--- config.mk ---
export PLATFORM = sky130hd
export DESIGN_NAME = serial_frame_rx
export DESIGN_NICKNAME = d
export VERILOG_FILES = /design/src/rtl/serial_frame_rx_pkg.sv /design/src/rtl/serial_sync2.sv /design/src/rtl/serial_frame_rx.sv
export SDC_FILE = /design/constraint.sdc
export NUM_CORES = 1
export LEC_CHECK = 0
export CAP_MARGIN = 25
export CORE_MARGIN = 2
export CORE_UTILIZATION = 24
export DETAILED_ROUTE_END_ITERATION = 16
export HOLD_SLACK_MARGIN = 0.06
export PLACE_DENSITY = 0.38
export RECOVER_POWER = 50
export SLEW_MARGIN = 10
export SYNTH_ARGS = -nofsm -noshare
export SYNTH_HDL_FRONTEND = slang
export SYNTH_SLANG_ARGS = --single-unit
--- constraint.sdc ---
create_clock -name clk -period 4.4 [get_ports clk]
set_input_delay 1.1 -clock clk [delete_from_list [all_inputs] [get_ports clk]]
set_output_delay 1.1 -clock clk [all_outputs]
set_load 0.05 [all_outputs]
--- src/rtl/serial_frame_rx_pkg.sv ---
// Shared serial-link definitions: receiver state encoding, even-parity helper, default baud divisor.
// The default baud divisor is shared with the transmitter.
package serial_frame_rx_pkg;

  localparam int unsigned DefaultClksPerBit = 16;

  typedef enum logic [2:0] {
    StIdle   = 3'd0,
    StStart  = 3'd1,
    StData   = 3'd2,
    StParity = 3'd3,
    StStop   = 3'd4
  } rx_state_e;

  // Even parity over the low 'width' bits of a word of up to 9 bits.
  function automatic logic even_parity(input logic [8:0] data, input int unsigned width);
    logic acc;
    acc = 1'b0;
    for (int unsigned i = 0; i < 9; i++) begin
      if (i < width) acc = acc ^ data[i];
    end
    return acc;
  endfunction

endpackage

--- src/rtl/serial_sync2.sv ---
// Two-flop synchronizer for an idle-high asynchronous line; both flops reset to 1.
module serial_sync2 (
  input  logic clk,
  input  logic rst_n,
  input  logic d,
  output logic q
);

  logic meta_q, sync_q;

  always_ff @(posedge clk or negedge rst_n) begin
    if (!rst_n) begin
      meta_q <= 1'b1;
      sync_q <= 1'b1;
    end else begin
      meta_q <= d;
      sync_q <= meta_q;
    end
  end

  assign q = sync_q;

endmodule

--- src/rtl/serial_frame_rx.sv ---
// Oversampling async serial frame receiver (8N1 default) with valid/ready output register.
// Optional parity bit enabled by defining SERIAL_RX_PARITY_EN.
module serial_frame_rx
  import serial_frame_rx_pkg::*;
#(
  parameter int unsigned DATA_W       = 8,
  parameter int unsigned CLKS_PER_BIT = DefaultClksPerBit
) (
  input  logic              clk,
  input  logic              rst_n,
  input  logic              rxd,
  output logic [DATA_W-1:0] rx_data,
  output logic              rx_valid,
  input  logic              rx_ready,
  output logic              frame_err,
  output logic              overrun,
  output logic              busy
);

  localparam int unsigned CntW = $clog2(CLKS_PER_BIT);
  localparam int unsigned IdxW = $clog2(DATA_W + 1);
  localparam logic [CntW-1:0] HalfLast = CntW'(CLKS_PER_BIT / 2 - 1);
  localparam logic [CntW-1:0] BitLast  = CntW'(CLKS_PER_BIT - 1);
  localparam logic [IdxW-1:0] IdxLast  = IdxW'(DATA_W - 1);

  logic rxs;

  serial_sync2 u_sync (
    .clk   (clk),
    .rst_n (rst_n),
    .d     (rxd),
    .q     (rxs)
  );

  rx_state_e         state_q, state_d;
  logic [CntW-1:0]   cnt_q, cnt_d;
  logic [IdxW-1:0]   idx_q, idx_d;
  logic [DATA_W-1:0] shift_q, shift_d;
  logic [DATA_W-1:0] data_q, data_d;
  logic              valid_q, valid_d;
  logic              ferr_q, ferr_d;
  logic              ovr_q, ovr_d;
  logic              armed_q, armed_d;
  logic              stop_tick;
  logic              par_bad;
  logic              good;
  logic              load;

`ifdef SERIAL_RX_PARITY_EN
  logic par_err_q, par_err_d;
  assign par_bad = par_err_q;
`else
  assign par_bad = 1'b0;
`endif

  always_comb begin
    state_d   = state_q;
    cnt_d     = cnt_q + CntW'(1);
    idx_d     = idx_q;
    shift_d   = shift_q;
    stop_tick = 1'b0;
    // A line held low after a frame must go high once before a new start is accepted.
    armed_d   = armed_q | rxs;
`ifdef SERIAL_RX_PARITY_EN
    par_err_d = par_err_q;
`endif
    case (state_q)
      StIdle: begin
        cnt_d = '0;
`ifdef SERIAL_RX_PARITY_EN
        par_err_d = 1'b0;
`endif
        if (!rxs && armed_q) state_d = StStart;
      end
      StStart: begin
        if (cnt_q == HalfLast) begin
          cnt_d = '0;
          if (rxs) begin
            state_d = StIdle;
          end else begin
            state_d = StData;
            idx_d   = '0;
          end
        end
      end
      StData: begin
        if (cnt_q == BitLast) begin
          cnt_d = '0;
          for (int i = 0; i < int'(DATA_W); i++) begin
            if (idx_q == IdxW'(i)) shift_d[i] = rxs;
          end
          if (idx_q == IdxLast) begin
            idx_d = '0;
`ifdef SERIAL_RX_PARITY_EN
            state_d = StParity;
`else
            state_d = StStop;
`endif
          end else begin
            idx_d = idx_q + IdxW'(1);
          end
        end
      end
`ifdef SERIAL_RX_PARITY_EN
      StParity: begin
        if (cnt_q == BitLast) begin
          cnt_d     = '0;
          par_err_d = (rxs != even_parity(9'(shift_q), DATA_W));
          state_d   = StStop;
        end
      end
`endif
      StStop: begin
        if (cnt_q == BitLast) begin
          cnt_d     = '0;
          stop_tick = 1'b1;
          state_d   = StIdle;
          if (!rxs) armed_d = 1'b0;
        end
      end
      default: begin
        state_d = StIdle;
        cnt_d   = '0;
      end
    endcase
  end

  assign good = stop_tick && rxs && !par_bad;
  assign load = good && (!valid_q || rx_ready);

  always_comb begin
    data_d  = load ? shift_q : data_q;
    ferr_d  = stop_tick && (!rxs || par_bad);
    ovr_d   = good && valid_q && !rx_ready;
    valid_d = valid_q;
    if (load) begin
      valid_d = 1'b1;
    end else if (valid_q && rx_ready) begin
      valid_d = 1'b0;
    end
  end

  always_ff @(posedge clk or negedge rst_n) begin
    if (!rst_n) begin
      state_q <= StIdle;
      cnt_q   <= '0;
      idx_q   <= '0;
      shift_q <= '0;
      data_q  <= '0;
      valid_q <= 1'b0;
      ferr_q  <= 1'b0;
      ovr_q   <= 1'b0;
      armed_q <= 1'b1;
    end else begin
      state_q <= state_d;
      cnt_q   <= cnt_d;
      idx_q   <= idx_d;
      shift_q <= shift_d;
      data_q  <= data_d;
      valid_q <= valid_d;
      ferr_q  <= ferr_d;
      ovr_q   <= ovr_d;
      armed_q <= armed_d;
    end
  end

`ifdef SERIAL_RX_PARITY_EN
  always_ff @(posedge clk or negedge rst_n) begin
    if (!rst_n) par_err_q <= 1'b0;
    else        par_err_q <= par_err_d;
  end
`endif

  assign rx_data   = data_q;
  assign rx_valid  = valid_q;
  assign frame_err = ferr_q;
  assign overrun   = ovr_q;
  assign busy      = (state_q != StIdle);

endmodule

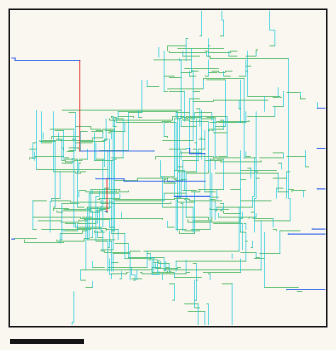
*Wiring by layer, run 1*
Bar = 20 um.
legend:
  cyan:
    layer: metal 2
    wire_length: 1390 um
  blue:
    layer: metal 3
    wire_length: 115 um
  red:
    layer: metal 4
    wire_length: 33.3 um
  green:
    layer: metal 1
    wire_length: 1510 um
drt wl/cell: 14.1 um
GRT Util Overall: 0.0933
Vias: 1009
final wirelength: 3.05 mm

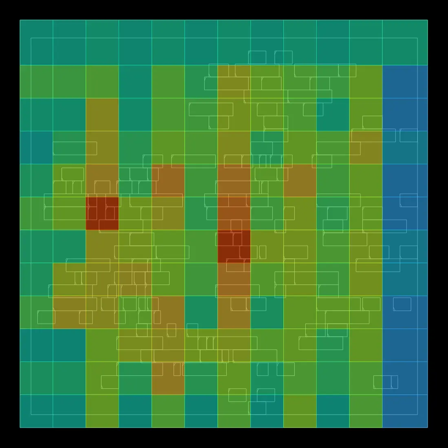
*Routing congestion map, run 1*
GRT Max-Usage Layer: met2
final core occ: 0.297
met3 GRT Util: 0.0340
met2 Track Usage GR: 0.134

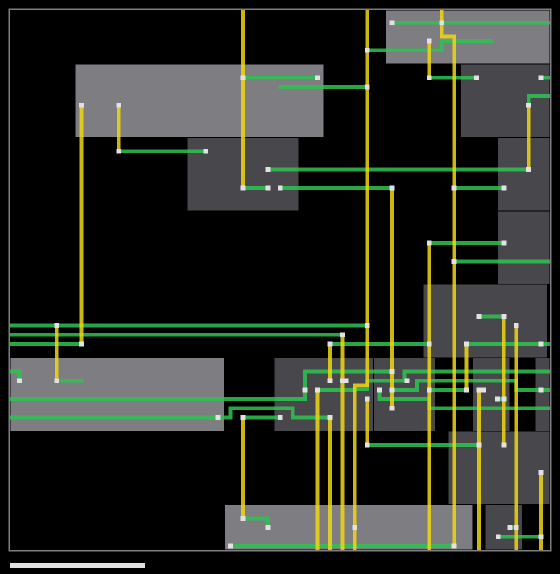
*Layout detail, run 1*
Bar = 5 um. Region (33, 50) to (53, 70) um. Cells in gray, sequential cells in the stronger gray; small squares are vias.
legend:
  green:
    layer: metal 1
  yellow:
    layer: metal 2
cells with their middle in the window: 12
netlist names of flops here include: idx_q (2), shift_q (2)
sequential cells in the window: 4
most frequent: dfrtp_1 (4)

==> Slide: Implementation Results, run 1 <==
Key Metrics from the Run

Status
  • Outcome: finished, violations left
  • Failing checks: max-capacitance violations, max-slew violations

Worst setup path
  • Worst path max stage delay: 710 ps
  • WP buf/inv: 1
  • Crit path capture: busy
  • Reg2Reg Setup Slack: 2160 ps
  • Critical Path Start: state_q[0]$_DFFE_PN0P_
  • CP top delay family: buffers and inverters
  • Critical Path Slowest Stage Cell: clkdlybuf4s50_1
  • WP data arrival: 2000 ps
  • Critical path, cell by cell: or3_2, clkdlybuf4s50_1
  • CP Capture Type: output port
  • CP Data Required Time: 3300 ps
  • Setup crit start kind: register
  • RR Endpoint: rx_data[5]$_DFFE_PN0P_
  • Worst Reg-to-Reg Cells: 4

Layout
  • Signal buffers: 16
  • Clkbuf count: 7
  • Fill cell count: 667
  • Combinational share of cell area: 0.365
  • Flop count: 33
  • Diode count: 0
  • Fin cells: 217
  • FF/Latch Area: 830 um2
  • Logic area: 693 um2
  • Logic inverters: 2
  • #MultiIn Comb: 81
  • ClkCell Share: 0.0613
  • Layout overhead on the synthesized area: 19.4%
  • Design Area, Final: 0.00190 mm2
  • Nets: 148
  • Most frequent cells in the layout: 30 x dfrtp_1, 14 x mux2_2, 13 x clkdlybuf4s50_1, 9 x nand4_1, 7 x nor2_1
  • Top cell excl fill/tap: dfrtp_1
  • Layout cells sized above 1: 0.243

Placement
  • Placed Cells: 209
  • Post-DP HPWL: 2.01 mm
  • Pre-CTS setup slack: 1610 ps
  • Port bufs: 15
  • GP Congestion: 0.703

Die
  • Pre-placement core utilization: 0.249
  • Tap cell count: 77
  • DIE HEIGHT: 85.4 um
  • Die area: 0.00729 mm2
  • Core Region: 0.00639 mm2
  • Core Rows: 29
  • Die X: 85.4 um

Synthesis
  • Number of enable flip-flop cells: 0
  • Mapped Cells: 123
  • Top logic family: simple AND/OR/NAND/NOR gates
  • Complex Gates by Area: 0.0764
  • Post-Syn Nets: 132
  • Yosys Chip Area: 0.00159 mm2
  • Top FF cell, synth: dfrtp_1
  • And+or+nand+nor area frac: 0.191
  • Yosys cell count: 123
  • FFs w/ async S/R, synth: 1.00
  • Synth area leader: dfrtp_1
  • Yosys adder share: 0.0394
  • Post-Syn Area: 0.00159 mm2
  • Top area cell types: dfrtp_1 47%, mux2_2 9.9%, dfstp_2 5.0%
  • Most common cell in the netlist: dfrtp_1
  • Most instantiated cells after synthesis: 30 x dfrtp_1, 14 x mux2_2, 9 x nand4_1, 7 x nor2_1, 5 x ha_1
  • Area leader share: 0.472
  • Cell Type Count: 42
  • Mean post-synth cell area: 12.9 um2

CTS
  • Post-CTS Setup Repair Bufs: 0
  • H-tree levels: 2
  • Clock tree buffer depth: 2
  • Clk_lat worst skew: 280 ps
  • CTS tree: built
  • Hold bufs inserted after CTS: 0
  • TritonCTS buffer count: 5
  • Clk slew on worst S/H paths: 70 ps
  • Clock Root Buffer: clkbuf_8

Timing
  • Worst rel slew slack: -0.228
  • Fin crit share: 0.705
  • Max Clk Rate: 0.322 GHz
  • Final WS setup: 1300 ps
  • Final hold violation count: 0
  • TNS Setup: 0 ps
  • RSZ-0062 raised after global routing: false
  • Final setup viols: 0
  • Slew Limit Fails: 34
  • Clk_skew: 6.00 ps

Pwr
  • Clk pwr share: 0.385
  • P per Cell Area: 404 mW/mm2
  • Seq pwr share: 0.466
  • Psw: 202 uW
  • Switch share: 0.264
  • Clk power: 295 uW
  • Static leakage: 0.853 nW
  • Top pwr grp: registers
  • Internal power: 564 uW
  • Comb power frac: 0.148
  • Peak supply drop: 228 uV
  • Pwr Total: 766 uW

Min path
  • Number of cells on the worst hold path: 0
  • HP Start: u_sync.meta_q$_DFF_PN1_
  • Hold worst-path end: u_sync.q$_DFF_PN1_

Flow run
  • Max Cap Violations: 1
  • Tool warning count: 29

Routing
  • Drt drc: 0
  • M1 WL: 1.51 mm
  • Router iterations before antenna repair: 4
  • Violation tally from detailed-route iteration zero: 58
  • Final ANT Viol Nets: 0
  • Top Metal Used: met4
  • Met3 Wirelength: 115 um
  • Met2 wire len: 1.39 mm

Global routing
  • Grt total ovfl: 0
  • Largest net degree at the start of global routing: 34
  • Met1 GRT Util: 0.128
  • First-pass GRT wire length: 5.30 mm
==> run 1 -> run 2 <==
Clock period 4.4 ns to 2.9 ns, I/O delays scaled along.
==> Slide: Implementation Results, run 2 <==
Key Metrics from the Run

Status
  • Outcome: finished, violations left
  • Failing checks: max-capacitance violations, max-slew violations

Global routing
  • First-pass GRT wire length: 5.05 mm (-4.7%)
  • Vias in the first global route: 1037
  • Largest net degree at the start of global routing: 34 (unchanged)
  • Grt total ovfl: 0 (unchanged)
  • GRT Max-Usage Layer: met2

CTS
  • Clk slew on worst S/H paths: 70 ps (about the same)
  • Clk sinks: 33
  • TritonCTS buffer count: 5 (unchanged)
  • H-tree levels: 2 (unchanged)
  • Post-CTS Setup Repair Bufs: 0 (unchanged)
  • Clk_lat worst skew: 280 ps (about the same)
  • Clock tree buffer depth: 2 (unchanged)
  • CTS tree: built
  • Post-CTS resize count: 0
  • Hold bufs inserted after CTS: 0 (unchanged)
  • Clock Root Buffer: clkbuf_8

Timing
  • Worst rel slew slack: -0.186 (+0.0417)
  • Final hold violation count: 0 (unchanged)
  • Clk_skew: 5.08 ps (-0.923 ps)
  • TNS Setup: 0 ps (unchanged)
  • RSZ-0062 raised after global routing: false
  • Fin crit share: 0.942
  • Final setup viols: 0 (unchanged)
  • Max Clk Rate: 0.366 GHz
  • Slew Limit Fails: 34 (unchanged)
  • Final WS setup: 168 ps (-1130 ps)
  • Minimum clock period: 2730 ps

Placement
  • GP Congestion: 0.684 (-2.6%)
  • Placed Cells: 210 (+0.48%)
  • Post-DP HPWL: 2.02 mm (+0.23%)
  • Port bufs: 15 (unchanged)
  • Pre-CTS setup slack: 487 ps (-1120 ps)

Layout
  • ClkCell Share: 0.0441 (-0.0172)
  • Flop count: 33 (unchanged)
  • Logic inverters: 2 (unchanged)
  • Diode count: 0 (unchanged)
  • Logic area: 693 um2 (unchanged)
  • Signal buffers: 17 (+1)
  • #MultiIn Comb: 81 (unchanged)
  • Fin cells: 218 (+0.46%)
  • Design Area, Final: 0.00187 mm2 (-1.4%)
  • Combinational share of cell area: 0.371 (+0.00513)
  • Final non-clock buffer share: 0.0863
  • Layout cells sized above 1: 0.248 (+0.00537)
  • Clkbuf count: 6 (-1)
  • Layout overhead on the synthesized area: 17.7%
  • Fill cell count: 672 (+0.75%)
  • Leading cell kind: registers
  • Most frequent cells in the layout: 30 x dfrtp_1, 14 x mux2_2, 14 x clkdlybuf4s50_1, 9 x nand4_1, 7 x nor2_1
  • Top cell excl fill/tap: dfrtp_1
  • Nets: 149 (+0.68%)

Synthesis
  • Most common cell in the netlist: dfrtp_1
  • Top area cell types: dfrtp_1 47%, mux2_2 9.9%, dfstp_2 5.0%
  • Post-Syn Area: 0.00159 mm2 (unchanged)
  • Complex Gates by Area: 0.0764 (unchanged)
  • Mean post-synth cell area: 12.9 um2 (unchanged)
  • Yosys cell count: 123 (unchanged)
  • Mapped Cells: 123 (unchanged)
  • Yosys Chip Area: 0.00159 mm2 (unchanged)
  • Number of enable flip-flop cells: 0 (unchanged)
  • Most instantiated cells after synthesis: 30 x dfrtp_1, 14 x mux2_2, 9 x nand4_1, 7 x nor2_1, 5 x ha_1
  • Area leader share: 0.472 (unchanged)
  • Top FF cell, synth: dfrtp_1
  • And+or+nand+nor area frac: 0.191 (unchanged)
  • Synth area leader: dfrtp_1
  • Mux cell area share: 0.113
  • Yosys adder share: 0.0394 (unchanged)
  • Cell Type Count: 42 (unchanged)
  • FFs w/ async S/R, synth: 1.00 (unchanged)
  • Post-Syn Nets: 132 (unchanged)
  • Top logic family: simple AND/OR/NAND/NOR gates

Min path
  • HP Start: u_sync.meta_q$_DFF_PN1_
  • Number of cells on the worst hold path: 0 (unchanged)
  • Worst hold path type: register to register
  • Hold worst-path end: u_sync.q$_DFF_PN1_

Worst setup path
  • Critical Path Start: state_q[0]$_DFFE_PN0P_
  • Worst-path maximum fanout: 11
  • WP buf/inv: 1 (unchanged)
  • CP Capture Type: output port
  • Crit path capture: busy
  • Setup crit start kind: register
  • Critical path, cell by cell: or3_2, clkdlybuf4s50_1
  • WP data arrival: 2010 ps (about the same)
  • RR Endpoint: idx_q[2]$_DFFE_PN0P_
  • CP Data Required Time: 2170 ps (-1130 ps)
  • Worst r2r src: state_q[1]$_DFFE_PN0P_
  • Reg2Reg Setup Slack: 1000 ps (-1160 ps)
  • Worst path max stage delay: 710 ps (about the same)
  • Critical Path Slowest Stage Cell: clkdlybuf4s50_1
  • Worst Reg-to-Reg Cells: 3 (-1)
  • CP top delay family: buffers and inverters
  • Levels on crit path: 2

Die
  • Die area: 0.00729 mm2 (unchanged)
  • Pre-placement core utilization: 0.249 (unchanged)
  • Core Region: 0.00639 mm2 (unchanged)
  • Die X: 85.4 um (unchanged)
  • DIE HEIGHT: 85.4 um (unchanged)
  • Core Rows: 29 (unchanged)
  • Tap cell count: 77 (unchanged)

Flow run
  • Tool warning count: 29 (unchanged)
  • Max Cap Violations: 1 (unchanged)

Routing
  • Final ANT Viol Nets: 0 (unchanged)
  • M1 WL: 1.38 mm (-8.4%)
  • Met3 Wirelength: 126 um (+9.6%)
  • Met2 wire len: 1.39 mm (about the same)
  • Drt drc: 0 (unchanged)
  • Router iterations before antenna repair: 2 (-2)
  • Top Metal Used: met4
  • Violation tally from detailed-route iteration zero: 60 (+3.4%)

Pwr
  • Comb power frac: 0.168 (+0.020)
  • Psw: 302 uW (+50%)
  • Comb group: 175 uW
  • Peak supply drop: 216 uV (-5.2%)
  • P per Cell Area: 559 mW/mm2 (+38%)
  • Seq pwr share: 0.518 (+0.052)
  • Switch share: 0.289 (+0.0254)
  • Internal power: 743 uW (+32%)
  • Pwr Total: 1.05 mW (+36%)
  • Static leakage: 0.845 nW (-0.97%)
  • Clk power: 328 uW (+11%)
  • Top pwr grp: registers
  • Clk pwr share: 0.314 (-0.071)
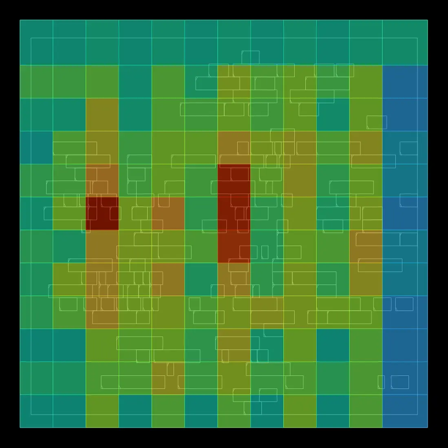
*Routing congestion map, run 2*
drt wl/cell: 13.4 um
met3 GRT Util: 0.0379
met1 GRT Util: 0.113
met2 Track Usage GR: 0.136
GRT Util Overall: 0.0892

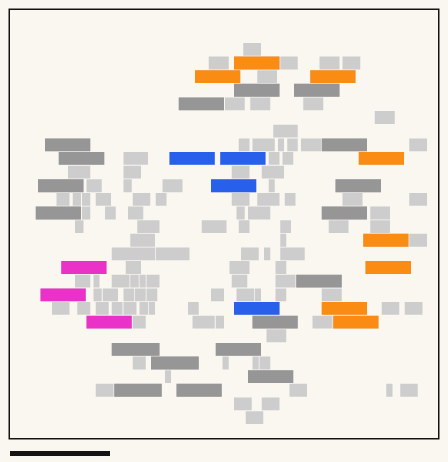
*Sequential cells grouped by signal name, run 2*
Bar = 20 um. Other sequential cells in the stronger gray, the rest of the logic in the fainter gray.
legend:
  magenta:
    signal: state_q
    sequential_cells: 3
  orange:
    signal: rx_data
    sequential_cells: 8
  blue:
    signal: idx_q
    sequential_cells: 4
not colored: 18
FF/Latch Area: 830 um2
final core occ: 0.293
seq pwr: 542 uW
fraction of area in registers: 0.443

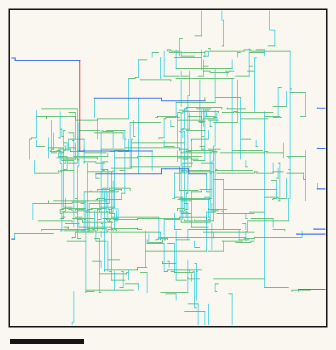
*Wiring by layer, run 2*
Bar = 20 um.
legend:
  red:
    layer: metal 4
    wire_length: 24.5 um
  cyan:
    layer: metal 2
    wire_length: 1390 um
  green:
    layer: metal 1
    wire_length: 1380 um
  blue:
    layer: metal 3
    wire_length: 126 um
final wirelength: 2.93 mm
Vias: 986

==> run 2 -> run 3 <==
--- a/config.mk
+++ b/config.mk
@@ -10,2 +10,3 @@
 export CORE_UTILIZATION = 24
+export CTS_BUF_LIST = sky130_fd_sc_hd__clkbuf_4 sky130_fd_sc_hd__clkbuf_8 sky130_fd_sc_hd__clkbuf_16
 export DETAILED_ROUTE_END_ITERATION = 16
--- a/constraint.sdc
+++ b/constraint.sdc
@@ -3,2 +3,2 @@
 set_output_delay 0.725 -clock clk [all_outputs]
-set_load 0.05 [all_outputs]
+set_load 0.01 [all_outputs]
==> Slide: Implementation Results, run 3 <==
Key Metrics from the Run

Synthesis
  • Top logic family: simple AND/OR/NAND/NOR gates
  • Synth area leader: dfrtp_1
  • Top area cell types: dfrtp_1 47%, mux2_2 9.9%, dfstp_2 5.0%
  • Post-Syn Area: 0.00159 mm2 (unchanged)
  • FFs w/ async S/R, synth: 1.00 (unchanged)
  • Yosys adder share: 0.0394 (unchanged)
  • Mux cell area share: 0.113 (unchanged)
  • Most instantiated cells after synthesis: 30 x dfrtp_1, 14 x mux2_2, 9 x nand4_1, 7 x nor2_1, 5 x ha_1
  • And+or+nand+nor area frac: 0.191 (unchanged)
  • Area leader share: 0.472 (unchanged)
  • Yosys cell count: 123 (unchanged)
  • Top FF cell, synth: dfrtp_1
  • Post-Syn Nets: 132 (unchanged)
  • Most common cell in the netlist: dfrtp_1
  • Mean post-synth cell area: 12.9 um2 (unchanged)
  • Mapped Cells: 123 (unchanged)
  • Yosys Chip Area: 0.00159 mm2 (unchanged)
  • Complex Gates by Area: 0.0764 (unchanged)

Layout
  • #MultiIn Comb: 81 (unchanged)
  • Layout overhead on the synthesized area: 19.0%
  • Logic inverters: 2 (unchanged)
  • Fill cell count: 667 (-0.74%)
  • Flop count: 33 (unchanged)
  • Fin cells: 218 (unchanged)
  • FF/Latch Area: 830 um2 (unchanged)
  • Nets: 149 (unchanged)
  • ClkCell Share: 0.0536 (+0.00946)
  • Leading cell kind: registers
  • Final non-clock buffer share: 0.0860 (-0.000252)
  • Signal buffers: 17 (unchanged)
  • Diode count: 0 (unchanged)
  • Design Area, Final: 0.00189 mm2 (+1.1%)
  • Layout cells sized above 1: 0.262 (+0.0142)
  • Logic area: 693 um2 (unchanged)

Pwr
  • P per Cell Area: 571 mW/mm2 (+2.2%)
  • Pwr Total: 1.08 mW (+3.3%)
  • Clk power: 382 uW (+16%)
  • Switch share: 0.267 (-0.0222)
  • Psw: 288 uW (-4.7%)
  • Clk pwr share: 0.354 (+0.040)
  • Seq pwr: 542 uW (about the same)
  • Seq pwr share: 0.502 (-0.016)
  • Peak supply drop: 255 uV (+18%)
  • Comb power frac: 0.144 (-0.024)
  • Internal power: 792 uW (+6.5%)
  • Top pwr grp: registers
  • Comb group: 156 uW (-10%)
  • Static leakage: 0.857 nW (+1.5%)

Routing
  • Drt drc: 0 (unchanged)
  • Router iterations before antenna repair: 4 (+2)
  • Met2 wire len: 1.43 mm (+2.9%)
  • M1 WL: 1.40 mm (+1.4%)
  • Final wirelength: 2.99 mm (+2.2%)
  • Vias: 1000 (+1.4%)
  • Violation tally from detailed-route iteration zero: 33 (-45%)
  • Final ANT Viol Nets: 0 (unchanged)
  • Met3 Wirelength: 98 um (-22%)
  • Top Metal Used: met4

CTS
  • Post-CTS resize count: 0 (unchanged)
  • Clock Root Buffer: clkbuf_8
  • Post-CTS Setup Repair Bufs: 0 (unchanged)
  • H-tree levels: 2 (unchanged)
  • TritonCTS buffer count: 5 (unchanged)
  • Clk slew on worst S/H paths: 70 ps (about the same)
  • Clk_lat worst skew: 280 ps (about the same)
  • Hold bufs inserted after CTS: 0 (unchanged)
  • Clk sinks: 33 (unchanged)
  • Clock tree buffer depth: 2 (unchanged)
  • CTS tree: built

Timing
  • Final WS setup: 387 ps (+219 ps)
  • WHS: 357 ps
  • Max Clk Rate: 0.398 GHz (+8.7%)
  • Clk_skew: 5.54 ps (+0.463 ps)
  • Final setup viols: 0 (unchanged)
  • Worst rel slew slack: 0.444 (+0.630)
  • TNS Setup: 0 ps (unchanged)
  • Final hold violation count: 0 (unchanged)
  • Slew Limit Fails: 0 (-100%)
  • RSZ-0062 raised after global routing: false

Min path
  • Number of cells on the worst hold path: 0 (unchanged)
  • Hold worst-path end: u_sync.q$_DFF_PN1_
  • Worst hold path type: register to register
  • HP Start: u_sync.meta_q$_DFF_PN1_

Global routing
  • Met1 GRT Util: 0.116 (+0.00221)
  • GRT Max-Usage Layer: met2
  • Grt total ovfl: 0 (unchanged)
  • Met2 Track Usage GR: 0.137 (+0.000710)
  • Met3 GRT Util: 0.0321 (-0.00584)
  • Largest net degree at the start of global routing: 34 (unchanged)
  • First-pass GRT wire length: 5.09 mm (+0.69%)
  • Vias in the first global route: 999 (-3.7%)

Worst setup path
  • Worst Reg-to-Reg Cells: 3 (unchanged)
  • Critical Path Slowest Stage Cell: dfrtp_1
  • Levels on crit path: 2 (unchanged)
  • RR Endpoint: idx_q[2]$_DFFE_PN0P_
  • Worst-path maximum fanout: 11 (unchanged)
  • Reg2Reg Setup Slack: 960 ps (-40 ps)
  • WP buf/inv: 1 (unchanged)
  • Critical Path Start: state_q[0]$_DFFE_PN0P_
  • Setup crit start kind: register
  • Worst r2r src: state_q[2]$_DFFE_PN0P_
  • CP Data Required Time: 2170 ps (about the same)
  • Crit path capture: busy
  • CP top delay family: flip-flops
  • Worst path max stage delay: 520 ps (-190 ps)
  • Critical path, cell by cell: or3_2, clkdlybuf4s50_1
  • WP data arrival: 1790 ps (-220 ps)
  • CP Capture Type: output port

Placement
  • Pre-CTS setup slack: 709 ps (+222 ps)
  • Placed Cells: 210 (unchanged)
  • GP Congestion: 0.690 (+0.88%)
  • Post-DP HPWL: 1.99 mm (-1.1%)
  • Post-Place Cell Area: 0.00179 mm2
  • Port bufs: 15 (unchanged)

Die
  • DIE HEIGHT: 85.4 um (unchanged)
  • Die area: 0.00729 mm2 (unchanged)
  • Pre-placement core utilization: 0.249 (unchanged)
  • Tap cell count: 77 (unchanged)
  • Core Region: 0.00639 mm2 (unchanged)
  • Die X: 85.4 um (unchanged)
  • Core Rows: 29 (unchanged)

Flow run
  • Tool warning count: 29 (unchanged)

Status
  • Outcome: complete, no violations
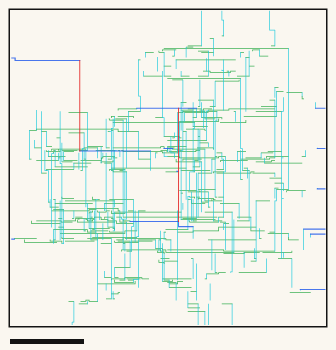
*Wiring by layer, run 3*
Bar = 20 um.
legend:
  cyan:
    layer: metal 2
    wire_length: 1430 um
  red:
    layer: metal 4
    wire_length: 55.1 um
  green:
    layer: metal 1
    wire_length: 1400 um
  blue:
    layer: metal 3
    wire_length: 98.9 um
GRT Util Overall: 0.0902
drt wl/cell: 13.7 um

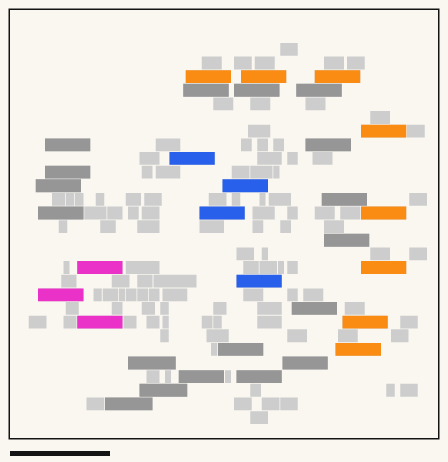
*Sequential cells grouped by signal name, run 3*
Bar = 20 um. Other sequential cells in the stronger gray, the rest of the logic in the fainter gray.
legend:
  magenta:
    signal: state_q
    sequential_cells: 3
  orange:
    signal: rx_data
    sequential_cells: 8
  blue:
    signal: idx_q
    sequential_cells: 4
    where: center
fraction of area in registers: 0.439
final core occ: 0.296

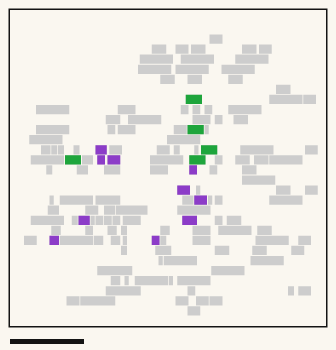
*Gate-type map, run 3*
Bar = 20 um.
legend:
  green:
    family: fa/ha/maj cells
    cells: 5
    where: center
  purple:
    family: and/or cells
    cells: 10
Top cell excl fill/tap: dfrtp_1
combinational share of cell area: 0.367

No activity file was given, so power comes from the tool's default toggle rates.
